## config.mk

```make
export PLATFORM = sky130hd
export DESIGN_NAME = data_mem_responder
export DESIGN_NICKNAME = d
export VERILOG_FILES = /design/src/rtl/data_mem_responder.sv
export SDC_FILE = /design/constraint.sdc
export NUM_CORES = 2
export LEC_CHECK = 0
export ABC_CLOCK_PERIOD_IN_PS = 3650
export CAP_MARGIN = 15
export CELL_PAD_IN_SITES_DETAIL_PLACEMENT = 0
export CELL_PAD_IN_SITES_GLOBAL_PLACEMENT = 1
export CORE_MARGIN = 5
export CORE_UTILIZATION = 46
export DETAILED_ROUTE_END_ITERATION = 8
export PLACE_DENSITY = 0.86
export SYNTH_ARGS = -nofsm -noshare
export SYNTH_HDL_FRONTEND = slang
export SYNTH_SLANG_ARGS = --single-unit
```

## constraint.sdc

```tcl
create_clock -name clk -period 3.65 [get_ports clk]
set_input_delay 1.095 -clock clk [delete_from_list [all_inputs] [get_ports clk]]
set_output_delay 1.095 -clock clk [all_outputs]
set_load 0.005 [all_outputs]
```

## src/rtl/data_mem_responder.sv

```systemverilog
// ---------------------------------------------------------------------------
// data_mem_responder
//
// Word-organised data memory answering MEM-stage load/store requests.
// A request is accepted over a valid/ready handshake, the access is performed
// LATENCY cycles later and a single-cycle response carries the read data and
// an address-error flag. Only one transaction is in flight at a time.
//
// Parameters:
//   DEPTH    number of 32-bit words (power of two, >= 2)
//   LATENCY  cycles from acceptance to response (>= 1)
//
// Ports:
//   clk         clock, rising edge
//   rst         synchronous active-high reset
//   req_valid   request present
//   req_ready   block can accept a request (IDLE)
//   mem_read    load request
//   mem_write   store request
//   address     byte address
//   write_data  store data
//   byte_en     store byte lanes
//   resp_valid  one-cycle response strobe
//   read_data   load result, held between responses
//   addr_err    misaligned / out-of-range flag, held between responses
// ---------------------------------------------------------------------------
module data_mem_responder #(
    parameter int DEPTH   = 32,
    parameter int LATENCY = 2
) (
    input  logic        clk,
    input  logic        rst,
    input  logic        req_valid,
    output logic        req_ready,
    input  logic        mem_read,
    input  logic        mem_write,
    input  logic [31:0] address,
    input  logic [31:0] write_data,
    input  logic [3:0]  byte_en,
    output logic        resp_valid,
    output logic [31:0] read_data,
    output logic        addr_err
);

    localparam int AW    = $clog2(DEPTH);
    localparam int CNT_W = (LATENCY > 2) ? $clog2(LATENCY - 1) : 1;

    typedef enum logic [1:0] {
        IDLE = 2'd0,
        WAIT = 2'd1,
        RESP = 2'd2
    } state_t;

    // Replace the enabled byte lanes of a word with the store data.
    function automatic logic [31:0] merge_bytes(input logic [31:0] old_w,
                                                input logic [31:0] new_w,
                                                input logic [3:0]  be);
        logic [31:0] res;
        res = old_w;
        for (int i = 0; i < 4; i++) begin
            if (be[i]) begin
                res[8*i +: 8] = new_w[8*i +: 8];
            end else begin
                res[8*i +: 8] = old_w[8*i +: 8];
            end
        end
        return res;
    endfunction

    // Misaligned or beyond the last word.
    function automatic logic addr_is_bad(input logic [31:0] a);
        return (a[1:0] != 2'b00) || ((a >> (AW + 2)) != 32'd0);
    endfunction

    state_t             state_q, state_d;
    logic [CNT_W-1:0]   cnt_q, cnt_d;
    logic               accept_s;
    logic               commit_s;

    logic               req_rd_q;
    logic               req_wr_q;
    logic [31:0]        req_addr_q;
    logic [31:0]        req_wdata_q;
    logic [3:0]         req_be_q;

    logic [31:0]        mem_q [DEPTH];

    logic               resp_valid_q;
    logic               req_ready_q;
    logic [31:0]        read_data_q;
    logic               addr_err_q;

    logic               src_rd_s;
    logic               src_wr_s;
    logic [31:0]        src_addr_s;
    logic [31:0]        src_wdata_s;
    logic [3:0]         src_be_s;
    logic [AW-1:0]      idx_s;
    logic               err_s;
    logic [31:0]        old_word_s;

    // Next-state and counter logic of the request FSM.
    always_comb begin
        state_d  = state_q;
        cnt_d    = cnt_q;
        accept_s = 1'b0;
        commit_s = 1'b0;
        case (state_q)
            IDLE: begin
                if (req_valid && (mem_read || mem_write)) begin
                    accept_s = 1'b1;
                    if (LATENCY == 1) begin
                        // Single-cycle latency: the access happens at the
                        // acceptance edge itself, straight from the inputs.
                        state_d  = RESP;
                        commit_s = 1'b1;
                    end else begin
                        state_d = WAIT;
                        cnt_d   = CNT_W'(LATENCY - 2);
                    end
                end else begin
                    state_d = IDLE;
                end
            end
            WAIT: begin
                if (cnt_q == '0) begin
                    state_d  = RESP;
                    commit_s = 1'b1;
                end else begin
                    cnt_d = cnt_q - CNT_W'(1);
                end
            end
            RESP: begin
                state_d = IDLE;
            end
            default: begin
                state_d = IDLE;
                cnt_d   = '0;
            end
        endcase
    end

    // Access source: live inputs when committing from IDLE, latched otherwise.
    always_comb begin
        if (state_q == IDLE) begin
            src_rd_s    = mem_read;
            src_wr_s    = mem_write;
            src_addr_s  = address;
            src_wdata_s = write_data;
            src_be_s    = byte_en;
        end else begin
            src_rd_s    = req_rd_q;
            src_wr_s    = req_wr_q;
            src_addr_s  = req_addr_q;
            src_wdata_s = req_wdata_q;
            src_be_s    = req_be_q;
        end
        idx_s      = src_addr_s[AW+1:2];
        err_s      = addr_is_bad(src_addr_s);
        old_word_s = mem_q[idx_s];
    end

    // FSM state and latency counter registers.
    always_ff @(posedge clk) begin
        if (rst) begin
            state_q <= IDLE;
            cnt_q   <= '0;
        end else begin
            state_q <= state_d;
            cnt_q   <= cnt_d;
        end
    end

    // Capture the request fields at acceptance.
    always_ff @(posedge clk) begin
        if (rst) begin
            req_rd_q    <= 1'b0;
            req_wr_q    <= 1'b0;
            req_addr_q  <= 32'd0;
            req_wdata_q <= 32'd0;
            req_be_q    <= 4'd0;
        end else if (accept_s) begin
            req_rd_q    <= mem_read;
            req_wr_q    <= mem_write;
            req_addr_q  <= address;
            req_wdata_q <= write_data;
            req_be_q    <= byte_en;
        end else begin
            req_rd_q    <= req_rd_q;
            req_wr_q    <= req_wr_q;
            req_addr_q  <= req_addr_q;
            req_wdata_q <= req_wdata_q;
            req_be_q    <= req_be_q;
        end
    end

    // Memory array: reset to word i = i, byte-lane store on commit.
    always_ff @(posedge clk) begin
        if (rst) begin
            for (int i = 0; i < DEPTH; i++) begin
                mem_q[i] <= 32'(i);
            end
        end else if (commit_s && src_wr_s && !err_s) begin
            mem_q[idx_s] <= merge_bytes(old_word_s, src_wdata_s, src_be_s);
        end
    end

    // Response and handshake output registers.
    always_ff @(posedge clk) begin
        if (rst) begin
            resp_valid_q <= 1'b0;
            req_ready_q  <= 1'b1;
            read_data_q  <= 32'd0;
            addr_err_q   <= 1'b0;
        end else begin
            resp_valid_q <= (state_d == RESP);
            req_ready_q  <= (state_d == IDLE);
            if (commit_s) begin
                addr_err_q  <= err_s;
                // Read-before-write: the pre-store word is returned.
                read_data_q <= (err_s || !src_rd_s) ? 32'd0 : old_word_s;
            end else begin
                addr_err_q  <= addr_err_q;
                read_data_q <= read_data_q;
            end
        end
    end

    assign req_ready  = req_ready_q;
    assign resp_valid = resp_valid_q;
    assign read_data  = read_data_q;
    assign addr_err   = addr_err_q;

endmodule

```

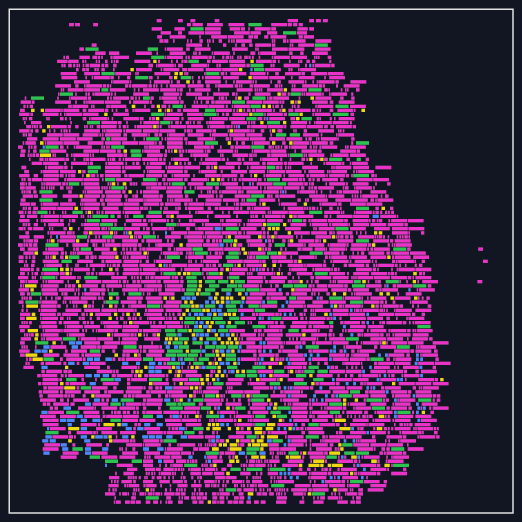
sizing.png
(1.5 px per micron)
- green: x6 and larger (cells 281; share 6.5%)
- yellow: x3 and x4 (cells 347; share 8.0%)
- blue: x2 (cells 264; share 6.1%)
- magenta: x1 and smaller (cells 3428; share 79%)

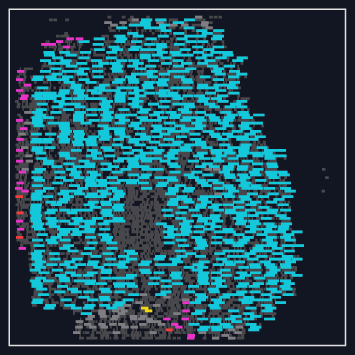
ff_map.png
(1 px per micron)
- magenta: `req_wdata_q` (sequential cells 32)
- cyan: `mem_q` (sequential cells 1024)
- red: `req_be_q` (sequential cells 4)
- yellow: `state_q` (sequential cells 2)
Finished Core Util: 55.4%
register area: 0.0329 sq mm
Seq power: 0.0146 W

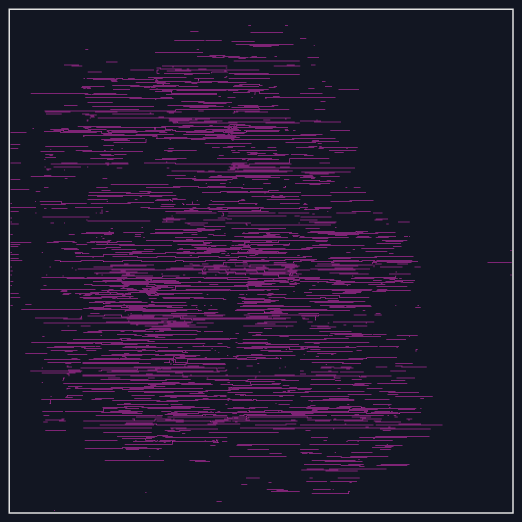
m3.png
(1.5 px per micron)
- nets with wire on the layer: 556
- main direction: horizontal
- longest straight run: 153 microns
- wire length on this layer: 22.3 mm
- share of all routed wire: 14%

==> results.tsv <==
stage	metric	value	unit
synth	ys_sh_simple	12.5	%
sta	fin_ws	226	ps
grt	grt-ovfl-total	0	
die	die-area	0.112	sq mm
route	via_count	36200	
die	row_count	119	
grt	grt_antenna_before_repair	0	
placement	io_buffers	107	
power_and_ir_drop	power.internal	0.0222	W
power_and_ir_drop	swShare	26.0	%
run_status	outcome	finished, final reports clean	
die	chipHeight	335	microns
route	first_pass_iters	8	
route	highest_layer	met4	
power_and_ir_drop	seq_power_share	48.7	%
sta	rsz0062_at_grt	false	
placement	place_ws	-725	ps
critical_path	reg2reg_from	state_q[0]$_SDFF_PP0_	
clock_tree	insertion_delay	710	ps
synth	xor_share	0	%
critical_path	crit_type	reg -> reg	
route	wl	163000	microns
synth	yosys.area.top_type	edfxtp_1	
route	first_iter_violations	5295	
placement	placed_area	0.0547	sq mm
route	post-route-drc-count	0	
power_and_ir_drop	clkPwrFrac	37.2	%
synth	synthCells	3956	
clock_tree	cts_root_buf	clkbuf_16	
sta	timing.hold.ws	435	ps
synth	adder_share	0	%
critical_path	cp_data_required_time	4070	ps
sta	timing.fmax	292	MHz
synth	ys_top_logic_family	AND-OR/OR-AND gates	
run	warnings	27	
placement	dp.cells	5505	
critical_path	crit_chain	or2_4 > o21ai_4 > buf_12 > buf_4 > buf_4 > a22oi_1 > a21oi_1 > nor4_1 > buf_4 > a41o_1 > buf_12 > nor2_1	
critical_path	cp-start-kind	flip-flop	
cells_and_area	area_growth	20.1	%
power_and_ir_drop	total_power	0.0299	W
cells_and_area	nets	4299	
route	viasPerCell	6.34	
critical_path	cp_num_cells	12	
synth	ys_top_cells_by_count	edfxtp_1 (1024), nor2_1 (796), a22oi_1 (448)	
critical_path	reg2reg_to	mem_q[10][12]$_SDFFCE_PN0P_	
critical_path	cp_slowest_cell	dfxtp_1	
synth	async_reset_ff_share	0	%
clock_tree	cts-htree-levels	3	
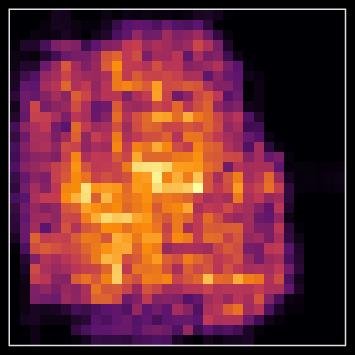
route_heat.png
(1 px per micron) 33 x 33 tiles, from black (low) to pale yellow (high), scaled to the fullest tile. Values are wire area over tile area, all layers added.
- mean over tiles: 0.26
- densest ninth of the die: center
- nearly empty tiles: 24%

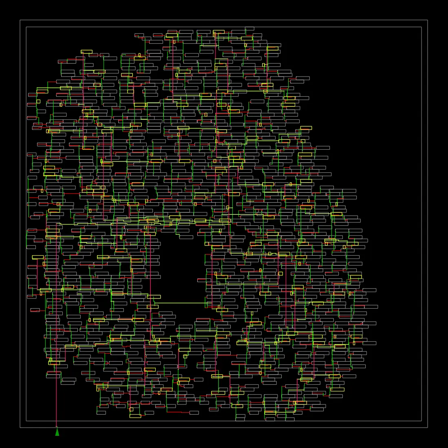
clock_nets.png
flip-flop and latch count: 1130
clkbuf count: 138
Worst Skew: 27.5 ps

==> power groups by stage <==
stage	Sequential [W]	Combinational (W)	Clock (W)
global placement	0.0148	0.00403	0
detailed placement	0.0149	0.00407	0
finish	0.0146	0.00420	0.0111
CTS	0.0146	0.00409	0.0112
floorplan	0.0148	0.00218	0
global route	0.0146	0.00436	0.0117
==> cells by family (layout without fill, tap and decap cells) <==
group,after synthesis,after routing
and+or+nand+nor,1399,1399
DFF,1130,1130
AOI/OAI and AO/OA,1021,1021
buffers and inverters,401,765
muxes,5,5
==> worst max-delay path by stage <==
stage	start	end
floorplan	address[3]	mem_q[5][0]$_SDFFCE_PN1P_
global placement	address[2]	mem_q[4][18]$_SDFFCE_PN0P_
detailed placement	address[3]	mem_q[4][18]$_SDFFCE_PN0P_
CTS	address[3]	mem_q[30][6]$_SDFFCE_PN0P_
global route	address[6]	mem_q[25][0]$_SDFFCE_PN1P_
finish	state_q[0]$_SDFF_PP0_	mem_q[10][12]$_SDFFCE_PN0P_
==> what timing repair did <==
item | CTS | global route
endpoints found under the setup margin | 2 | 37
resized | 1 | 6
pin swaps | 0 | 2
cloned | 0 | 1
==> layout make-up <==
| class | count | area share [%] |
|---|---|---|
| multi-input combinational | 2425 | 23.7 |
| clock buffer | 138 | 4.94 |
| sequential | 1130 | 56.4 |
| clock inverter | 67 | 1.05 |
| inverter | 1 | 0.00644 |
| tap | 1391 | 2.99 |
| timing repair buffer | 559 | 10.9 |
==> state kept, by name, indices dropped and copies added, names as in the netlist <==
name,flops
addr_err,1
req_wr_q,1
req_be_q,4
req_ready,1
req_wdata_q,32
read_data,32
req_rd_q,1
mem_q,1024
req_addr_q,32
state_q,2
==> worst min-delay path, stage by stage (launching register included) <==
cell	delay [ps]
dfxtp_1	310
nand2_1	50
nand2_1	40
Power is estimated from default activity; no workload was simulated.
